## config.mk

```make
export PLATFORM = sky130hd
export DESIGN_NAME = is_weight_skew_feeder_flat
export DESIGN_NICKNAME = d
export VERILOG_FILES = /design/src/rtl/is_weight_skew_feeder_pkg.sv /design/src/rtl/is_weight_skew_feeder_if.sv /design/src/rtl/is_weight_skew_feeder_skew_delay_line.sv /design/src/rtl/is_weight_skew_feeder.sv /design/src/flat_wrapper.sv
export SDC_FILE = /design/constraint.sdc
export NUM_CORES = 1
export LEC_CHECK = 0
export CAP_MARGIN = 40
export CORE_MARGIN = 2
export CORE_UTILIZATION = 37
export CTS_CLUSTER_DIAMETER = 80
export DETAILED_ROUTE_END_ITERATION = 6
export HOLD_SLACK_MARGIN = 0.03
export PLACE_DENSITY = 0.55
export RECOVER_POWER = 50
export SLEW_MARGIN = 10
export SYNTH_ARGS = -nofsm -noshare
export SYNTH_HDL_FRONTEND = slang
export SYNTH_HIERARCHICAL = 1
export SYNTH_SLANG_ARGS = --single-unit
```

## constraint.sdc

```tcl
create_clock -name clk -period 3.6 [get_ports clk]
set_input_delay 0.54 -clock clk [delete_from_list [all_inputs] [get_ports clk]]
set_output_delay 0.54 -clock clk [all_outputs]
set_load 0.005 [all_outputs]
```

## src/rtl/is_weight_skew_feeder_pkg.sv

```systemverilog
`default_nettype none
// ============================================================================
//  Module      : is_weight_skew_feeder_pkg
//  Description : Shared definitions for the input-stationary weight skew
//                feeder: FSM state encoding and lane-slice helpers.
//  Revision    : 1.0 - initial release
// ============================================================================
package is_weight_skew_feeder_pkg;

    // Feeder FSM encoding (2 bits, fixed values)
    typedef enum logic [1:0] {
        ST_IDLE   = 2'd0,
        ST_STREAM = 2'd1,
        ST_FLUSH  = 2'd2,
        ST_DONE   = 2'd3
    } fsm_state_t;

    // Each skew chain carries one valid bit alongside the lane data
    localparam int C_VLD_BITS = 1;

    // Low bit index of lane 'lane' inside a packed vector of 'width'-bit lanes
    function automatic int lane_lo(input int lane, input int width);
        return lane * width;
    endfunction

endpackage
`default_nettype wire

```

## src/rtl/is_weight_skew_feeder_if.sv

```systemverilog
`default_nettype none
// ============================================================================
//  Module      : is_weight_skew_feeder_if
//  Description : Valid/ready input stream carrying one packed weight vector
//                (ROWS lanes of WIDTH_B bits) per beat.
//                  in_valid : producer has a vector
//                  in_ready : feeder accepts a vector
//                  in_data  : packed vector, lane r = [r*WIDTH_B +: WIDTH_B]
//  Revision    : 1.0 - initial release
// ============================================================================
interface is_weight_skew_feeder_if #(
    parameter int ROWS    = 4,
    parameter int WIDTH_B = 16
);
    logic                    in_valid;
    logic                    in_ready;
    logic [ROWS*WIDTH_B-1:0] in_data;

    // Producer side
    modport master (output in_valid, output in_data, input in_ready);
    // Feeder side
    modport slave  (input in_valid, input in_data, output in_ready);

endinterface
`default_nettype wire

```

## src/rtl/is_weight_skew_feeder_skew_delay_line.sv

```systemverilog
`default_nettype none
// ============================================================================
//  Module      : skew_delay_line
//  Description : Enabled shift register of DEPTH stages, WIDTH bits each.
//                Shifts only when en=1, otherwise holds. clr zeroes every
//                stage synchronously and wins over en.
//  Ports       : clk, rst_n (async, active-low), clr, en, din, dout (tail)
//  Revision    : 1.0 - initial release
// ============================================================================
module skew_delay_line #(
    parameter int DEPTH = 1,
    parameter int WIDTH = 17
) (
    input  wire logic             clk,
    input  wire logic             rst_n,
    input  wire logic             clr,
    input  wire logic             en,
    input  wire logic [WIDTH-1:0] din,
    output logic      [WIDTH-1:0] dout
);

    logic [WIDTH-1:0] r_pipe [DEPTH];

    always_ff @(posedge clk or negedge rst_n) begin
        if (!rst_n) begin
            for (int i = 0; i < DEPTH; i++) r_pipe[i] <= '0;
        end else if (clr) begin
            for (int i = 0; i < DEPTH; i++) r_pipe[i] <= '0;
        end else if (en) begin
            r_pipe[0] <= din;
            for (int i = 1; i < DEPTH; i++) r_pipe[i] <= r_pipe[i-1];
        end
    end

    assign dout = r_pipe[DEPTH-1];

endmodule
`default_nettype wire

```

## src/rtl/is_weight_skew_feeder.sv

```systemverilog
`default_nettype none
// ============================================================================
//  Module      : is_weight_skew_feeder
//  Description : Upstream weight feeder for the input-stationary PE array.
//                Accepts num_vec packed vectors over valid/ready, skews lane r
//                by r+1 advances, flushes the chains with ROWS zero advances
//                and then pulses done for one cycle.
//  Ports       : clk, rst_n (async, active-low), reg_clear (sync clear),
//                start/num_vec (tile control, sampled in IDLE),
//                in_if (slave input stream), wei_out/wei_vld (skewed lanes),
//                pipeline_en (array advance), busy, done
//  Revision    : 1.0 - initial release
// ============================================================================
module is_weight_skew_feeder
    import is_weight_skew_feeder_pkg::*;
#(
    parameter int ROWS    = 4,
    parameter int WIDTH_B = 16,
    parameter int CNT_W   = 8
) (
    input  wire logic                    clk,
    input  wire logic                    rst_n,
    input  wire logic                    reg_clear,
    input  wire logic                    start,
    input  wire logic [CNT_W-1:0]        num_vec,
    is_weight_skew_feeder_if.slave       in_if,
    output logic      [ROWS*WIDTH_B-1:0] wei_out,
    output logic      [ROWS-1:0]         wei_vld,
    output logic                         pipeline_en,
    output logic                         busy,
    output logic                         done
);

    localparam int                FL_W         = $clog2(ROWS + 1);
    localparam logic [FL_W-1:0]   C_FLUSH_LAST = FL_W'(ROWS - 1);
    localparam int                C_LANE_W     = WIDTH_B + C_VLD_BITS;

    fsm_state_t       r_state;
    logic [CNT_W-1:0] r_num_vec;
    logic [CNT_W-1:0] r_acc_cnt;
    logic [FL_W-1:0]  r_flush_cnt;
    logic             r_done;

    logic             w_beat;
    logic             w_adv;

    // Ready depends on state only so the producer never sees a comb loop
    assign in_if.in_ready = (r_state == ST_STREAM);
    assign w_beat         = in_if.in_valid && in_if.in_ready;

    // A bubble in STREAM freezes the chains and the array together
    assign w_adv       = w_beat || (r_state == ST_FLUSH);
    assign pipeline_en = w_adv;
    assign busy        = (r_state == ST_STREAM) || (r_state == ST_FLUSH);
    assign done        = r_done;

    always_ff @(posedge clk or negedge rst_n) begin
        if (!rst_n) begin
            r_state     <= ST_IDLE;
            r_num_vec   <= '0;
            r_acc_cnt   <= '0;
            r_flush_cnt <= '0;
            r_done      <= 1'b0;
        end else if (reg_clear) begin
            r_state     <= ST_IDLE;
            r_num_vec   <= '0;
            r_acc_cnt   <= '0;
            r_flush_cnt <= '0;
            r_done      <= 1'b0;
        end else begin
            r_done <= 1'b0;
            case (r_state)
                ST_IDLE: begin
                    if (start) begin
                        r_acc_cnt   <= '0;
                        r_flush_cnt <= '0;
                        if (num_vec == '0) begin
                            // Empty tile: nothing to stream or flush
                            r_state <= ST_DONE;
                            r_done  <= 1'b1;
                        end else begin
                            r_num_vec <= num_vec;
                            r_state   <= ST_STREAM;
                        end
                    end
                end
                ST_STREAM: begin
                    if (w_beat) begin
                        // Saturates at num_vec, which fits CNT_W by construction
                        r_acc_cnt <= r_acc_cnt + 1'b1;
                        if (r_acc_cnt == r_num_vec - 1'b1) begin
                            r_state     <= ST_FLUSH;
                            r_flush_cnt <= '0;
                        end
                    end
                end
                ST_FLUSH: begin
                    r_flush_cnt <= r_flush_cnt + 1'b1;
                    if (r_flush_cnt == C_FLUSH_LAST) begin
                        r_state <= ST_DONE;
                        r_done  <= 1'b1;
                    end
                end
                ST_DONE: begin
                    r_state <= ST_IDLE;
                end
                default: begin
                    r_state <= ST_IDLE;
                end
            endcase
        end
    end

    // One chain per lane; lane r is r+1 stages deep so vectors leave diagonally
    for (genvar r = 0; r < ROWS; r++) begin : g_lane
        logic [C_LANE_W-1:0] w_head;
        logic [C_LANE_W-1:0] w_tail;

        // FLUSH pushes {0,0}; outside STREAM/FLUSH the chain is not enabled
        assign w_head = (r_state == ST_STREAM)
                      ? {1'b1, in_if.in_data[lane_lo(r, WIDTH_B) +: WIDTH_B]}
                      : '0;

        skew_delay_line #(
            .DEPTH (r + 1),
            .WIDTH (C_LANE_W)
        ) u_line (
            .clk   (clk),
            .rst_n (rst_n),
            .clr   (reg_clear),
            .en    (w_adv),
            .din   (w_head),
            .dout  (w_tail)
        );

        assign wei_vld[r]                                 = w_tail[WIDTH_B];
        assign wei_out[lane_lo(r, WIDTH_B) +: WIDTH_B]    = w_tail[WIDTH_B-1:0];
    end

endmodule
`default_nettype wire
```

## src/flat_wrapper.sv

```systemverilog
// flat-port wrapper written by rule: the top's interface ports become plain ports
module is_weight_skew_feeder_flat import is_weight_skew_feeder_pkg::*;
#(
    parameter int ROWS    = 4,
    parameter int WIDTH_B = 16,
    parameter int CNT_W   = 8
)
  (clk, rst_n, reg_clear, start, num_vec, wei_out, wei_vld, pipeline_en, busy, done, in_if_in_valid, in_if_in_data, in_if_in_ready);
  is_weight_skew_feeder_if #(.ROWS(ROWS), .WIDTH_B(WIDTH_B)) in_if_i ();
  input  wire logic clk;
  input  wire logic rst_n;
  input  wire logic reg_clear;
  input  wire logic start;
  input  wire logic [CNT_W-1:0] num_vec;
  output logic      [ROWS*WIDTH_B-1:0] wei_out;
  output logic      [ROWS-1:0] wei_vld;
  output logic pipeline_en;
  output logic busy;
  output logic done;
  input wire logic [$bits(in_if_i.in_valid)-1:0] in_if_in_valid;
  input wire logic [$bits(in_if_i.in_data)-1:0] in_if_in_data;
  output wire logic [$bits(in_if_i.in_ready)-1:0] in_if_in_ready;
  assign in_if_i.in_valid = in_if_in_valid;
  assign in_if_i.in_data = in_if_in_data;
  assign in_if_in_ready = in_if_i.in_ready;
  is_weight_skew_feeder #(.ROWS(ROWS), .WIDTH_B(WIDTH_B), .CNT_W(CNT_W)) u_core (.clk(clk), .rst_n(rst_n), .reg_clear(reg_clear), .start(start), .num_vec(num_vec), .in_if(in_if_i), .wei_out(wei_out), .wei_vld(wei_vld), .pipeline_en(pipeline_en), .busy(busy), .done(done));
endmodule
```

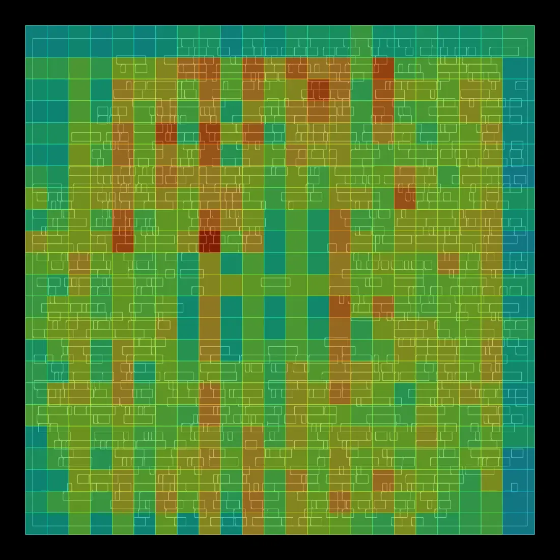
run_1/congestion_map.png
met3 Track Usage GR: 3.04%
met2 GRT Util: 22.7%

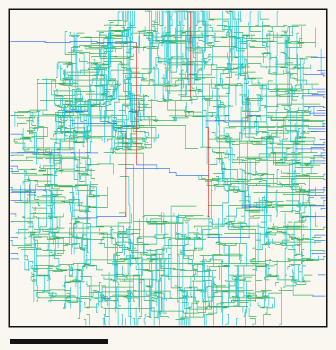
run_1/layers.png
Scale bar: 50 um.
[green] M1 | wire length: 8650 um
[blue] M3 | wire length: 593 um
[cyan] M2 | wire length: 8710 um
[red] M4 | wire length: 207 um
DR WL/cell: 14.7 um
Detailed Route WL: 18200 um
via count: 5755
GRT Total Usage: 14.2%

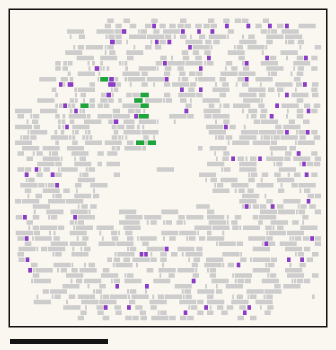
run_1/gates.png
Scale bar: 50 um.
[green] fa/ha/maj cells | cells: 8 | most used: ha_1
[purple] and/or cells | cells: 77 | most used: and2_1 | where: all over the die
most instantiated logic cell after routing: dfrtp_1
Layout Cells excl Fill: 1239

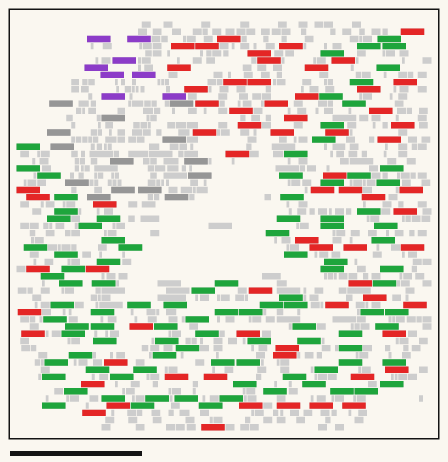
run_1/ff_map.png
Scale bar: 50 um.
[red] `u_core/g_lane.u_line/dout` | flops: 68 | where: all over the die
[green] `u_core/g_lane.u_line/r_pipe` | flops: 102
[purple] `u_core/r_num_vec` | flops: 8 | where: top left
P_seq: 2.33 mW
Final Util: 45.1%

run 1: area by class of cell:
type / instances / share of cell area (%)
well taps: 324 / 3.69
clock buffers: 19 / 4.03
flip-flops and latches: 192 / 43.7
repair buffers: 158 / 14.2
inverters: 8 / 0.273
multi-input cells: 525 / 32.7
clock inverters: 13 / 1.35
run 1: layout by cell type, fill, tap and decap left out, drive strengths merged, types with 3 or more instances in the layout:
cell type and n:
nand2b 8, a21o 3, clkdlybuf4s50 111, ha 8, clkbuf 23, and2 67, mux2i 175, xnor2 7
nor3 3, a21oi 6, o31ai 7, nor2 187, nand3 5, dlygate4sd3 35, or4 4, nand2 6
dfrtp 192, o21ai 11, clkinv 4, a31oi 3, buf 8, clkinvlp 3, inv 13
run 1: cell families (layout without fill, tap and decap cells):
family                   count (synthesis)  after routing
flip-flops                             192            192
adder cells (fa/ha/maj)                  8              8
XOR/XNOR                                 8              8
buffers and inverters                  113            198
multiplexers                           176            176
AND-OR/OR-AND                           43             43
AND/OR/NAND/NOR                        290            290
run 1: layer usage:
layer | track usage (%) | wire length, um
met5 | 0 | 0
met3 | 3.04 | 592
met2 | 22.7 | 8710
met1 | 19.7 | 8650
met4 | 3.86 | 207
run 1: worst register-to-register path, stage by stage, from the launching register on:
cell	delay (ns)
dfrtp_1	0.42
inv_1	0.09
ha_1	0.17
or3b_4	0.39
or4_1	0.40
a2111o_1	0.48
o31ai_4	0.31
o211ai_2	0.14
a22o_1	0.24
run 1: per-stage QoR:
stage | std cells | total power, mW | hold WS, ns
after CTS | 1239 | 5.90 | 0.224
after global placement | 1206 | 3.96 | 0.484
final | 1239 | 5.78 | 0.498
after floorplan | 830 | 3.69 | 0.244
after detailed placement | 1207 | 3.96 | 0.485
after global routing | 1239 | 6.12 | 0.509
==> out/qor.txt, run 1 <==
post_cts resized -> 0
reg-to-reg endpoint -> u_core/r_state[0]
RePlAce Congestion -> 0.750
Crit Path Class -> flip-flop to primary output
Top reg by flops -> u_core/g_lane.u_line/r_pipe
Max Buffers Root-to-Sink -> 2
initial antenna violation count -> 0
largest vdd supply drop -> 0.000418 V
switching share of power -> 30.9%
Worst Path Arrival -> 2.34 ns
top cells by instance count after synthesis -> 192 x dfrtp_1, 187 x nor2_1, 175 x mux2i_1, 66 x and2_1, 56 x buf_4
failing checks -> max-capacitance violations, max-slew violations
PwrDens -> 526 nW/um2
Adder Area Share -> 1.08%
worst-path cell chain -> inv_1 > ha_2 > a21o_4 > clkdlybuf4s50_1
Synth mux share -> 19.1%
setup bufs post-CTS -> 0
die area -> 26200 um2
run status -> complete, but fails checks
WP depth -> 4
yosys stat chip area -> 9230 um2
Via density -> 4.64
Max-Cap Viols -> 1
EDFF count, synth -> 0
ys async rst share -> 100%
Detailed Place HPWL -> 11200 um
Main logic family -> multiplexers
Synth Warn # -> 6
Finished Cell Area -> 11000 um2
Tool Warnings -> 31
worst setup path end -> pipeline_en
area post-placement -> 10400 um2
critical path's top delay family -> buffers and inverters
AND/OR/NAND/NOR Cells, Area Fraction -> 14.5%
Hold Crit Class -> flip-flop to flip-flop
Max Slew Vio Count -> 95
clock sink total -> 192
slowest cell delay on critical path -> 0.62 ns
reg2reg start -> u_core/r_num_vec[0]
vias in the first global route -> 5680
combinational group power -> 1.55 mW
Pre-antenna DRT Iters -> 4
Pint -> 3.99 mW
Core ar. -> 24400 um2
Top cell area share -> 52.1%
Leak -> 4.87 nW
max FFs per register -> 102
main flop type -> dfrtp_1
Mean Syn Cell Area -> 11.1 um2
Mapped Area -> 9230 um2
Slew @ Worst Pin -> 2.43 ns
## Run 2: what changed since run 1
==> constraint.sdc (replaced) <==
create_clock -name clk -period 2.66 [get_ports clk]
set_input_delay 0.399 -clock clk [delete_from_list [all_inputs] [get_ports clk]]
set_output_delay 0.399 -clock clk [all_outputs]
set_load 0.005 [all_outputs]
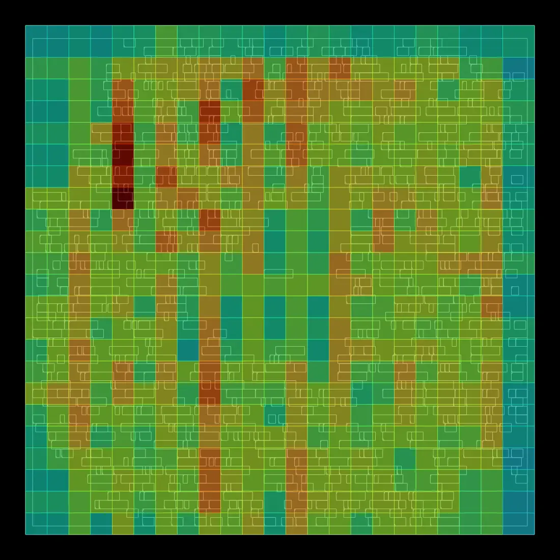
run_2/congestion_map.png
met1 layer usage reported by global route: 19.9%
met3 Track Usage GR: 2.96%
DR WL/cell: 14.9 um

==> run 2 against run 1 <==
Wire length up 1.9%. Sequential share of layout area down 0.38 points. Combinational power up 39%. Critical path type is now flip-flop to flip-flop. Synthesized cell count unchanged. Clock skew up 0.0028 ns. Final cell count up 0.48%. The run still ends with max-capacitance violations, max-slew violations left. Die size unchanged.
==> out/qor.txt, run 2 <==
Slew @ Worst Pin -> 1.77 ns (was 2.43 ns)
Mean Syn Cell Area -> 11.1 um2 (unchanged)
ys async rst share -> 100% (unchanged)
max FFs per register -> 102 (unchanged)
Synth mux share -> 19.1% (unchanged)
Initial Util -> 37.8% (unchanged)
clk_lat worst skew -> 0.42 ns (about the same)
Detailed Route WL -> 18500 um (was 18200 um)
failing checks -> max-capacitance violations, max-slew violations (unchanged)
Worst Path Arrival -> 2.89 ns (was 2.34 ns)
count of input and output buffers -> 148 (unchanged)
initial antenna violation count -> 0 (unchanged)
Die X -> 162 um (unchanged)
clock power share -> 32.4% (was 32.9%)
Finished Cell Area -> 11100 um2 (was 11000 um2)
Setup-failing EPs final -> 0 (unchanged)
Mapped Area -> 9230 um2 (unchanged)
reg-to-reg endpoint -> u_core/r_state[0] (unchanged)
ys cells -> 830 (unchanged)
yosys stat chip area -> 9230 um2 (unchanged)
dominant logic cell types in the final layout -> 192 x dfrtp_1, 187 x nor2_1, 175 x mux2i_1, 113 x clkdlybuf4s50_1, 66 x and2_1 (was 192 x dfrtp_1, 187 x nor2_1, 175 x mux2i_1, 111 x clkdlybuf4s50_1, 66 x and2_1)
largest vdd supply drop -> 0.000541 V (was 0.000418 V)
Via density -> 4.67 (was 4.64)
worst setup path end -> u_core/r_state[0] (was pipeline_en)
Pint -> 5.42 mW (was 3.99 mW)
total power -> 7.86 mW (was 5.78 mW)
Top cell area share -> 52.1% (unchanged)
Final Util -> 45.5% (was 45.1%)
run status -> complete, but fails checks (unchanged)
top cells by instance count after synthesis -> 192 x dfrtp_1, 187 x nor2_1, 175 x mux2i_1, 66 x and2_1, 56 x buf_4 (unchanged)
post-synth top area cell -> dfrtp_1 (unchanged)
clk slew on worst S/H paths -> 0.08 ns (was 0.07 ns)
Synth Warn # -> 6 (unchanged)
Crit Path Class -> flip-flop to flip-flop (was flip-flop to primary output)
Detailed Place HPWL -> 11600 um (was 11200 um)
total CTS buffers -> 17 (unchanged)
GRT Residual Overflow -> 0 (unchanged)
Tool Warnings -> 32 (was 31)
AND/OR/NAND/NOR Cells, Area Fraction -> 14.5% (unchanged)
fmax -> 388 MHz
switching power total -> 2.44 mW (was 1.79 mW)
GRT Total Usage -> 14.7% (was 14.2%)
via count -> 5816 (was 5755)
Max Slew Vio Count -> 67 (was 95)
Leak -> 4.91 nW (was 4.87 nW)
Hold Crit Class -> primary input to flip-flop (was flip-flop to flip-flop)
clock skew -> 0.0119 ns (was 0.00918 ns)
Core ar. -> 24400 um2 (unchanged)
switching share of power -> 31.0% (was 30.9%)
Adder Area Share -> 1.08% (unchanged)
most instantiated logic cell after routing -> dfrtp_1 (unchanged)
RePlAce Congestion -> 0.738 (was 0.750)
Pre-antenna DRT Iters -> 4 (unchanged)
worst hold slack -> 0.304 ns (was 0.498 ns)
PwrDens -> 709 nW/um2 (was 526 nW/um2)
clock sink total -> 192 (unchanged)
Max Buffers Root-to-Sink -> 2 (unchanged)
Top reg by flops -> u_core/g_lane.u_line/r_pipe (unchanged)
DRC Markers -> 0 (unchanged)
Main logic family -> multiplexers (unchanged)
EDFF count, synth -> 0 (unchanged)
Mapped Nets -> 915 (unchanged)
die area -> 26200 um2 (unchanged)
reg2reg start -> u_core/r_num_vec[0] (unchanged)
area post-placement -> 10500 um2 (was 10400 um2)
Max-Cap Viols -> 1 (unchanged)
vias in the first global route -> 5961 (was 5680)
distinct lib cells -> 47 (unchanged)
main flop type -> dfrtp_1 (unchanged)
run 2: cell counts after synthesis:
Identical to the previous run, type by type.
run 2: timing repair:
item / 4_1_cts / 5_1_grt
hold buffers: 1 / 0
gates resized: 0 / 4
pin swaps: 1 / 6
endpoints found under the hold margin: 63 / 0
gates cloned: 0 / 0
setup buffers: 0 / 1
endpoints found under the setup margin: 3 / 5
run 2: final cells by class:
cell class / count / area [um2]
Clock buffer: 19 / 443
Clock inverter: 13 / 143
Fill cell: 2376 / 13300
Inverter: 8 / 30.0
Multi-Input combinational cell: 525 / 3610
Sequential cell: 192 / 4800
Tap cell: 324 / 405
Timing Repair Buffer: 164 / 1660
run 2: per-layer routing:
metal | up-vias | part of all wire, % | global-route usage [%] | routed length, um
li1 | 2861 | - | - | -
met4 | 0 | 1.0 | 4.47 | 192
met5 | - | 0 | 0 | 0
met3 | 13 | 3.2 | 2.96 | 598
met2 | 101 | 48 | 24.0 | 8860
met1 | 2841 | 48 | 19.9 | 8850
run 2: metrics by stage:
| step | instances | TNS (ns) |
|---|---|---|
| after global placement | 1211 | 0 |
| after CTS | 1244 | 0 |
| after global routing | 1245 | -0.0848 |
| after detailed placement | 1211 | -0.0158 |
| after floorplan | 830 | 0 |
| final | 1245 | 0 |
run 2: worst max-delay path, stage by stage (launching register included):
cell and delay [ns]:
dfrtp_1 0.39, inv_2 0.08, ha_4 0.13, or3b_4 0.37
or4_1 0.41, a2111o_1 0.43, o31ai_4 0.29, o211ai_2 0.14
a22o_1 0.22
run 2: power by group through the flow:
stage               combinational (mW)  sequential [mW]  clock (mW)
CTS                               2.21             3.15        2.65
global placement                  2.20             3.21           0
detailed placement                2.20             3.21           0
floorplan                         1.80             3.19           0
finish                            2.16             3.15        2.55
global route                      2.37             3.17        2.77
## Run 3: what changed since run 2
--- a/config.mk
+++ b/config.mk
@@ -10,7 +10,7 @@
 export CORE_UTILIZATION = 37
 export CTS_CLUSTER_DIAMETER = 80
 export DETAILED_ROUTE_END_ITERATION = 6
-export HOLD_SLACK_MARGIN = 0.03
+export HOLD_SLACK_MARGIN = 0.02
 export PLACE_DENSITY = 0.55
 export RECOVER_POWER = 50
 export SLEW_MARGIN = 10
@@ -18,3 +18,4 @@
 export SYNTH_HDL_FRONTEND = slang
 export SYNTH_HIERARCHICAL = 1
 export SYNTH_SLANG_ARGS = --single-unit
+export TNS_END_PERCENT = 50
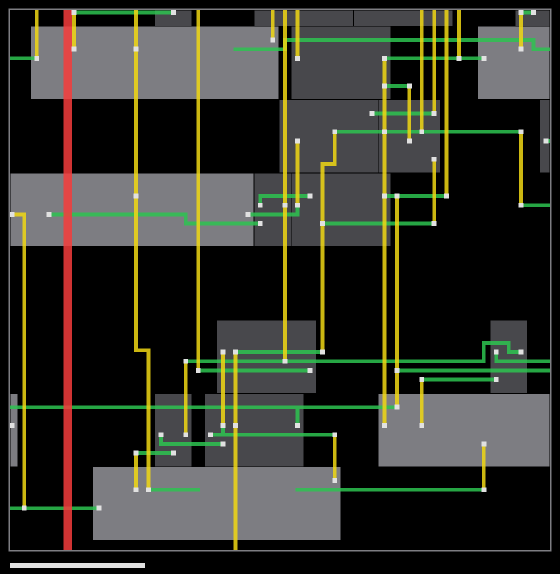
run_3/closeup.png
Scale bar: 5 um. Window x 71 to 91, y 103 to 123 um. Cells in grey, sequential cells in the stronger grey; small squares are vias.
[red] M4
[yellow] M2
[green] M1
most frequent: dfrtp_1 (4), nor2_1 (3)
sequential cells in the window: 4
netlist names of flops here include: `u_core/g_lane.u_line/dout` (4)
cells with their middle in the window: 13

==> run 3 against run 2 <==
The flow still finishes with violations (max-capacitance violations, max-slew violations). Critical path depth is the same. Clock skew is the same. Worst hold slack is the same. Synthesized cell count is the same. Global-route usage is the same. Power is the same. Largest power group unchanged.
==> out/qor.txt, run 3 <==
total power -> 7.86 mW (unchanged)
slowest cell delay on critical path -> 0.43 ns (about the same)
GRT Total Usage -> 14.7% (unchanged)
Detailed Place HPWL -> 11600 um (unchanged)
via count -> 5816 (unchanged)
critical path's top delay family -> AND-OR/OR-AND gates (unchanged)
Hold Crit Class -> primary input to flip-flop (unchanged)
Pre-antenna DRT Iters -> 4 (unchanged)
Cells after DPL -> 1211 (unchanged)
Initial Util -> 37.8% (unchanged)
EDFF count, synth -> 0 (unchanged)
Core ar. -> 24400 um2 (unchanged)
Slew @ Worst Pin -> 1.77 ns (unchanged)
clk slew on worst S/H paths -> 0.08 ns (about the same)
largest vdd supply drop -> 0.000541 V (unchanged)
Post-Route M1 WL -> 8850 um (unchanged)
most instantiated logic cell after routing -> dfrtp_1 (unchanged)
ys async rst share -> 100% (unchanged)
Die X -> 162 um (unchanged)
clock sink total -> 192 (unchanged)
Setup-failing EPs final -> 0 (unchanged)
worst-path cell chain -> inv_2 > ha_4 > or3b_4 > or4_1 > a2111o_1 > o31ai_4 > o211ai_2 > a22o_1 (unchanged)
Top cell area share -> 52.1% (unchanged)
dominant logic cell types in the final layout -> 192 x dfrtp_1, 187 x nor2_1, 175 x mux2i_1, 113 x clkdlybuf4s50_1, 66 x and2_1 (unchanged)
Tool Warnings -> 32 (unchanged)
clock skew -> 0.0119 ns (unchanged)
count of input and output buffers -> 148 (unchanged)
GRT Residual Overflow -> 0 (unchanged)
run status -> complete, but fails checks (unchanged)
failing checks -> max-capacitance violations, max-slew violations (unchanged)
post-synth top area cell -> dfrtp_1 (unchanged)
FILL cells -> 2376 (unchanged)
Crit Path Class -> flip-flop to flip-flop (unchanged)
PwrDens -> 709 nW/um2 (unchanged)
CP bufs+invs -> 1 (unchanged)
fmax -> 388 MHz (unchanged)
Max Slew Vio Count -> 67 (unchanged)
Layout Cells excl Fill -> 1245 (unchanged)
max FFs per register -> 102 (unchanged)
RePlAce Congestion -> 0.738 (unchanged)
clk_lat worst skew -> 0.42 ns (about the same)
vias in the first global route -> 5961 (unchanged)
Mapped Area -> 9230 um2 (unchanged)
DR WL/cell -> 14.9 um (unchanged)
top cells by instance count after synthesis -> 192 x dfrtp_1, 187 x nor2_1, 175 x mux2i_1, 66 x and2_1, 56 x buf_4 (unchanged)
met2 WL -> 8860 um (unchanged)
Detailed Route WL -> 18500 um (unchanged)
Max Buffers Root-to-Sink -> 2 (unchanged)
Setup TNS Final -> 0 ns (unchanged)
Max-Cap Viols -> 1 (unchanged)
## run 3: cell counts in the layout (fill, tap and decap cells not counted)
No cell type changed its count.
## run 3: how the worst max path moves through the flow
stage                             end  slack [ns]  cells past startpoint                 from
global placement    u_core/r_state[0]        0.01                      8  u_core/r_num_vec[1]
detailed placement  u_core/r_state[0]       -0.02                      8  u_core/r_num_vec[1]
finish              u_core/r_state[0]        0.08                      8  u_core/r_num_vec[0]
CTS                 u_core/r_state[0]        0.03                      8  u_core/r_num_vec[1]
global route        u_core/r_state[0]       -0.05                      8  u_core/r_num_vec[0]
floorplan           u_core/r_state[0]        0.06                      8  u_core/r_num_vec[0]
## run 3: cell families after synthesis
family                   after synthesis  synth area share (%)
AND-OR/OR-AND                         43                  3.46
XOR/XNOR                               8                 0.759
adder cells (fa/ha/maj)                8                  1.08
buffers and inverters                113                  9.03
flip-flops                           192                  52.1
multiplexers                         176                  19.1
AND/OR/NAND/NOR                      290                  14.5
## run 3: timing repair
item,in CTS,in global routing
setup endpoints to repair,3,5
resized,0,4
setup buffers,0,1
endpoints found under the hold margin,63,0
pin swaps,1,6
hold buffers,1,0
## run 3: report_power, final
| part | internal (mW) | leakage [nW] | switching, mW |
|---|---|---|---|
| combinational | 1.01 | 1.96 | 1.15 |
| clock | 1.36 | 0.282 | 1.19 |
| sequential | 3.06 | 2.67 | 0.0970 |
## run 3: area by class of cell
cell class              count  area [um2]  area share (%)
clock inverters            13         143            1.29
repair buffers            164        1660            14.9
clock buffers              19         443            3.99
flip-flops and latches    192        4800            43.3
well taps                 324         405            3.65
inverters                   8        30.0           0.271
multi-input cells         525        3610            32.6
## run 3: layer usage
layer,vias to the layer above,GRT usage (%)
li1,2861,-
met1,2841,19.9
met5,-,0
met3,13,2.96
met2,101,24.0
met4,0,4.47
Power is estimated from default activity; no workload was simulated.
